Fig. 1: gate-type map
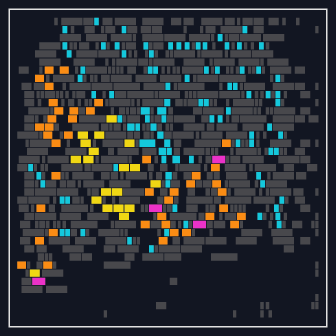
Fig. 2: clock nets
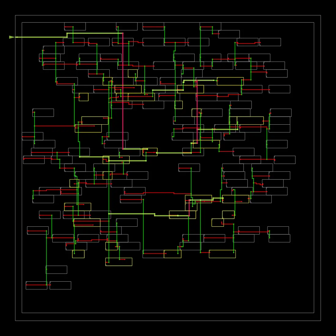
Fig. 3: placed cells, one color a class
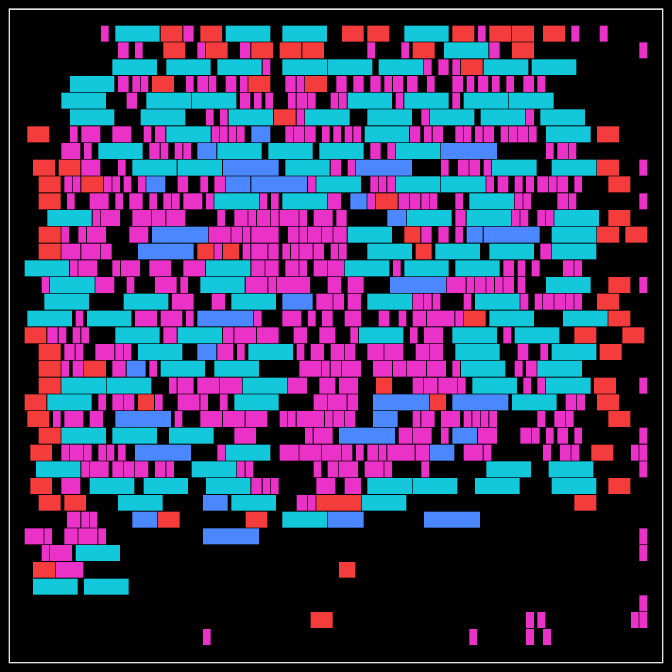
Fig. 4: clock network drawn from the DEF
Bar = 20 microns.
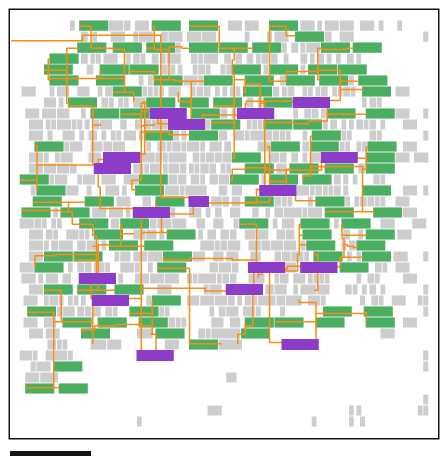
File: config.mk
export PLATFORM = sky130hd
export DESIGN_NAME = imem_loader_flat
export DESIGN_NICKNAME = d
export VERILOG_FILES = /design/src/rtl/imem_loader_if.sv /design/src/rtl/imem_loader.sv /design/src/flat_wrapper.sv
export SDC_FILE = /design/constraint.sdc
export NUM_CORES = 1
export LEC_CHECK = 0
export CORE_MARGIN = 2
export CORE_UTILIZATION = 47
export DETAILED_ROUTE_END_ITERATION = 8
export PLACE_DENSITY = 0.81
export SYNTH_ARGS = -nofsm -noshare
export SYNTH_HDL_FRONTEND = slang
export SYNTH_SLANG_ARGS = --single-unit
File: constraint.sdc
create_clock -name clock -period 3.3 [get_ports clock]
set_clock_uncertainty 0.15 [all_clocks]
set_input_delay 0.66 -clock clock [delete_from_list [all_inputs] [get_ports clock]]
set_output_delay 0.66 -clock clock [all_outputs]
set_load 0.02 [all_outputs]
File: src/rtl/imem_loader_if.sv
// imem_loader_if: byte stream valid/ready handshake
// feeding the boot-time instruction memory loader.
interface imem_loader_if;
  logic [7:0] in_byte;
  logic       in_valid;
  logic       in_ready;

  modport master (
    output in_byte,
    output in_valid,
    input  in_ready
  );

  modport slave (
    input  in_byte,
    input  in_valid,
    output in_ready
  );
endinterface

File: src/rtl/imem_loader.sv
// imem_loader: assembles a framed byte stream into instruction words,
// writes them to imem and holds the core in reset until the checksum verifies.
module imem_loader #(
  parameter int DEPTH_LOG2 = 8
) (
  input  logic                  clock,
  input  logic                  reset,
  imem_loader_if.slave          stream,
  output logic                  imem_we,
  output logic [31:0]           imem_addr,
  output logic [31:0]           imem_wdata,
  output logic                  core_reset,
  output logic                  done,
  output logic                  error,
  output logic [DEPTH_LOG2:0]   words_loaded
);

  localparam int CW = DEPTH_LOG2 + 1;
  localparam logic [16:0] MAX_N = 17'(1) << DEPTH_LOG2;
  localparam logic [CW-1:0] ONE = CW'(1);

  typedef enum logic [2:0] {
    LEN0,
    LEN1,
    DATA,
    CSUM,
    RUN,
    ERROR
  } state_t;

  state_t        state;
  logic          ready;
  logic          fire;
  logic [7:0]    b;
  logic [7:0]    len_lo;
  logic [7:0]    csum;
  logic [CW-1:0] len;
  logic [CW-1:0] widx;
  logic [1:0]    bcnt;
  logic [23:0]   shreg;
  logic [16:0]   n;

  assign stream.in_ready = ready;
  assign b    = stream.in_byte;
  assign fire = stream.in_valid && ready;
  assign n    = {1'b0, b, len_lo};

  always_ff @(posedge clock) begin
    if (reset) begin
      state        <= LEN0;
      ready        <= 1'b0;
      imem_we      <= 1'b0;
      imem_addr    <= '0;
      imem_wdata   <= '0;
      core_reset   <= 1'b1;
      done         <= 1'b0;
      error        <= 1'b0;
      words_loaded <= '0;
      csum         <= '0;
      bcnt         <= '0;
      len_lo       <= '0;
      len          <= '0;
      widx         <= '0;
      shreg        <= '0;
    end else begin
      imem_we <= 1'b0;
      if (imem_we)
        words_loaded <= words_loaded + ONE;
      case (state)
        LEN0: begin
          ready <= 1'b1;
          if (fire) begin
            len_lo <= b;
            csum   <= csum ^ b;
            state  <= LEN1;
          end
        end
        LEN1: begin
          if (fire) begin
            csum <= csum ^ b;
            len  <= n[CW-1:0];
            if (n > MAX_N) begin
              state <= ERROR;
              ready <= 1'b0;
              error <= 1'b1;
            end else if (n == 17'd0) begin
              state <= CSUM;
            end else begin
              state <= DATA;
            end
          end
        end
        DATA: begin
          if (fire) begin
            csum  <= csum ^ b;
            bcnt  <= bcnt + 2'd1;
            shreg <= {b, shreg[23:8]};
            // 4th byte completes the word; first byte sits in [7:0]
            if (bcnt == 2'd3) begin
              imem_we    <= 1'b1;
              imem_addr  <= 32'(widx) << 2;
              imem_wdata <= {b, shreg};
              widx       <= widx + ONE;
              if (widx == len - ONE)
                state <= CSUM;
            end
          end
        end
        CSUM: begin
          if (fire) begin
            ready <= 1'b0;
            if (b == csum) begin
              state      <= RUN;
              done       <= 1'b1;
              core_reset <= 1'b0;
            end else begin
              state <= ERROR;
              error <= 1'b1;
            end
          end
        end
        RUN, ERROR: ready <= 1'b0;
        default: begin
          state <= ERROR;
          ready <= 1'b0;
          error <= 1'b1;
        end
      endcase
    end
  end

endmodule
File: src/flat_wrapper.sv
// flat-port wrapper written by rule: the top's interface ports become plain ports
module imem_loader_flat 
#(
  parameter int DEPTH_LOG2 = 8
)
  (clock, reset, imem_we, imem_addr, imem_wdata, core_reset, done, error, words_loaded, stream_in_byte, stream_in_valid, stream_in_ready);
  imem_loader_if stream_i ();
  input  logic clock;
  input  logic reset;
  output logic imem_we;
  output logic [31:0] imem_addr;
  output logic [31:0] imem_wdata;
  output logic core_reset;
  output logic done;
  output logic error;
  output logic [DEPTH_LOG2:0] words_loaded;
  input wire logic [$bits(stream_i.in_byte)-1:0] stream_in_byte;
  input wire logic [$bits(stream_i.in_valid)-1:0] stream_in_valid;
  output wire logic [$bits(stream_i.in_ready)-1:0] stream_in_ready;
  assign stream_i.in_byte = stream_in_byte;
  assign stream_i.in_valid = stream_in_valid;
  assign stream_in_ready = stream_i.in_ready;
  imem_loader #(.DEPTH_LOG2(DEPTH_LOG2)) u_core (.clock(clock), .reset(reset), .stream(stream_i), .imem_we(imem_we), .imem_addr(imem_addr), .imem_wdata(imem_wdata), .core_reset(core_reset), .done(done), .error(error), .words_loaded(words_loaded));
endmodule
==> summary.txt <==
fresh numbers from the pnr run: core area=10200 sq um, gr usage total=20.1%, Synth async-reset ratio=0%, post-route ant nets=0, GR Layer Usage met1=26.3%, total power=3.39 mW, Clock transition at path regs=0.07 ns, Pre-antenna DRT Iters=5, worst-margin pin slew=0.678 ns, Placed Area=5550 sq um, #FFs+latches synth=118, Worst Hold Class=register to register, leak pwr=2.27 nW, met3 Usage GRT=6.06%, DRC Markers=0, CTS tree=built, top cells, area=dfxtp_1 (48%), nand2_1 (12%), a21oi_1 (7.6%), worst-path cell with the longest stage delay=clkdlybuf4s50_1, Power Dens Cells=554 nW/um^2, Syn. warnings=0, cts-stage hold buffer count=0, Mapped Avg Cell Area=8.28 sq um, yosys stat chip area=4870 sq um, GR met2 Demand/Resource=31.9%, Vias per Instance=5.19, global-route layer with the greatest usage=met2, number of global-route vias before repair=3763, unrepaired setup endpoints after global routing=false, crit path kind=register to primary output, Critical Path Start Type=register, worst-path maximum fanout=6, fill count=892, TNS Setup=0 ns, yosys cell count=589, H-tree depth=4, grt total ovfl=0, root buf cell=clkbuf_8, Yosys cell types=42, fmax=412 MHz, io pins=89, Slew Viols, Final=0, crit end category=primary output, cell count after synthesis=589, max cap viols=0, Cell Chain, Critical Path=clkdlybuf4s50_1, Post-synth EDFFs=0, largest net degree at the start of global routing=68, area leader, netlist=dfxtp_1, top_reg_cell synth=dfxtp_1, Tmin final=2.43 ns, area grow syn2layout=25.4%, Worst EP required=2.49 ns, tool warning count=26, critical path's top delay family=buffers and inverters, Hold Fails Final Rpt=0, mapped cell area=4870 sq um, Slew headroom=54.8%, # setup viols final=0, # port buffers=65, WL/cell=13.7 microns, Top-area cell share=48.5%, post-DP HPWL=7.30 mm, ratio of cells with drive above 1 in the final layout=6.80%, initial antenna violation count=0, Die X=106 microns, status=complete, no violations, post-CTS setup buffers=0, fp_density=47.9%, hold_ws=0.304 ns, drt total wl=10.9 mm, CTS max path bufs=2, nets@finish=664, via count=4145, CP max stage delay=0.66 ns, part of the cycle the worst path needs=73.5%, cts repair resizes=0, DR iter-0 viols=248, n_diodes=0, post-synthesis sequential area ratio=48.5%, first-pass GRT wire length=18.0 mm, crit path DAT=1.62 ns, worst path bufs/invs=1, GPL Wtd Cong=0.858, die height=106 microns, die area=11200 sq um, VDD IR max=378 uV
-- Fig. 1 (at the start) --
Key: orange = XOR/XNOR gates [cells 42, most used xor2_1]; yellow = multiplexers [cells 19, most used mux2i_1]; magenta = adder and majority cells [cells 4, most used ha_1]; cyan = inverting AOI/OAI gates [cells 91, most used a21oi_1]
most used logic cell in the final layout: nand2_1
Comb area share: 37.2%
tally of non-filler cells in the final layout: 798

-- Fig. 2 (at the start) --
TritonCTS Buffers: 17
clock buf count: 17
clock sink count: 118
worst skew pair latency: 0.51 ns
Clk power: 1.73 mW

-- Fig. 3 (at the start) --
Key: red = other buffers and delay cells [cells 73]; cyan = flops [cells 118]; magenta = combinational and other logic [cells 439]; blue = clock drivers and dummy loads [cells 32]
# rows: 37
Finished Cell Area: 6110 sq um
Final Core Density: 60.0%
fraction of area in registers: 38.6%

-- Fig. 4 (at the start) --
Key: green = flip-flops [count 118]; purple = clock drivers [count 17]; orange = clock wires [length 1400 microns]
There are 18 routed clock nets. Position of the flops: widely spread.
Clock power frac: 51.2%

==> power by group <==
part           internal (mW)  total [mW]  switching (mW)  leakage, nW
sequential              1.45        1.47          0.0245        0.952
clock                  0.972        1.73           0.763        0.275
combinational         0.0672       0.183           0.116         1.04
==> area by class of cell <==
| cell class | instances | area (sq um) | share of cell area [%] |
|---|---|---|---|
| flip-flops and latches | 118 | 2360 | 38.6 |
| clock inverters | 15 | 151 | 2.48 |
| well taps | 136 | 170 | 2.78 |
| repair buffers | 73 | 721 | 11.8 |
| clock buffers | 17 | 414 | 6.77 |
| multi-input cells | 434 | 2280 | 37.2 |
| inverters | 5 | 18.8 | 0.307 |
==> state kept, by name (all words and copies together) (netlist names) <==
register,flops
u_core.error,1
u_core.imem_wdata,32
u_core.csum,8
u_core.imem_we,1
u_core.shreg,24
u_core.imem_addr,9
u_core.stream.in_ready,1
u_core.widx,9
u_core.done,1
u_core.len,9
u_core.words_loaded,9
u_core.len_lo,8
u_core.bcnt,2
u_core.core_reset,1
u_core.state,3
==> placed cells by master (no fill, tap or decap), types with 7 or more instances in the layout <==
cell	n
clkdlybuf4s50_1	64
xor2_1	30
xnor2_1	12
dfxtp_1	118
mux2i_1	19
nor2_1	48
nand2_1	157
buf_4	8
conb_1	23
clkbuf_16	16
a21oi_1	74
and3_1	7
==> path summary, 6_finish.rpt <==
| kind | slack [ns] | start | cells past startpoint | to |
|---|---|---|---|---|
| worst max-delay path | 0.87 | u_core.imem_we$_SDFF_PP0_ | 1 | imem_we |
| worst min-delay path | 0.30 | u_core.shreg[7]$_SDFFE_PP0P_ | 2 | u_core.imem_wdata[7]$_SDFFE_PP0P_ |
| worst max register to register | 1.09 | u_core.state[1]$_SDFFE_PP0P_ | 5 | u_core.imem_wdata[19]$_SDFFE_PP0P_ |
| worst min register to register | 0.30 | u_core.shreg[7]$_SDFFE_PP0P_ | 2 | u_core.imem_wdata[7]$_SDFFE_PP0P_ |
==> cells by family (layout without fill, tap and decap cells) <==
family	after synthesis	count (layout)	synth area share, %
AND/OR/NAND/NOR	253	253	22.1
flip-flops	118	118	48.5
AND-OR/OR-AND	93	93	10.3
buffers and inverters	59	110	6.52
XOR/XNOR	42	42	7.55
multiplexers	19	19	3.90
adder cells (fa/ha/maj)	4	4	1.03
other	1	23	0.0769
==> per-stage QoR <==
stage | setup slack, ns | std cells
2_1_floorplan | 1.17 | 611
3_3_place_gp | 0.568 | 766
3_5_place_dp | 0.505 | 766
4_1_cts | 0.841 | 798
5_1_grt | 0.776 | 798
6_report | 0.873 | 798
==> synthesized netlist by cell type, types with 7 or more instances <==
cell	instances
nand2_1	157
and3_1	7
mux2i_1	19
xor2_1	30
nor2_1	48
buf_2	8
a21oi_1	74
clkbuf_1	22
dfxtp_1	118
xnor2_1	12
buf_4	23
==> routing by layer <==
layer | part of all wire, % | wire, microns
met5 | 0 | 0
met2 | 49 | 5290
met4 | 1.4 | 151
met1 | 44 | 4810
met3 | 5.9 | 644
Power is estimated from default activity; no workload was simulated.
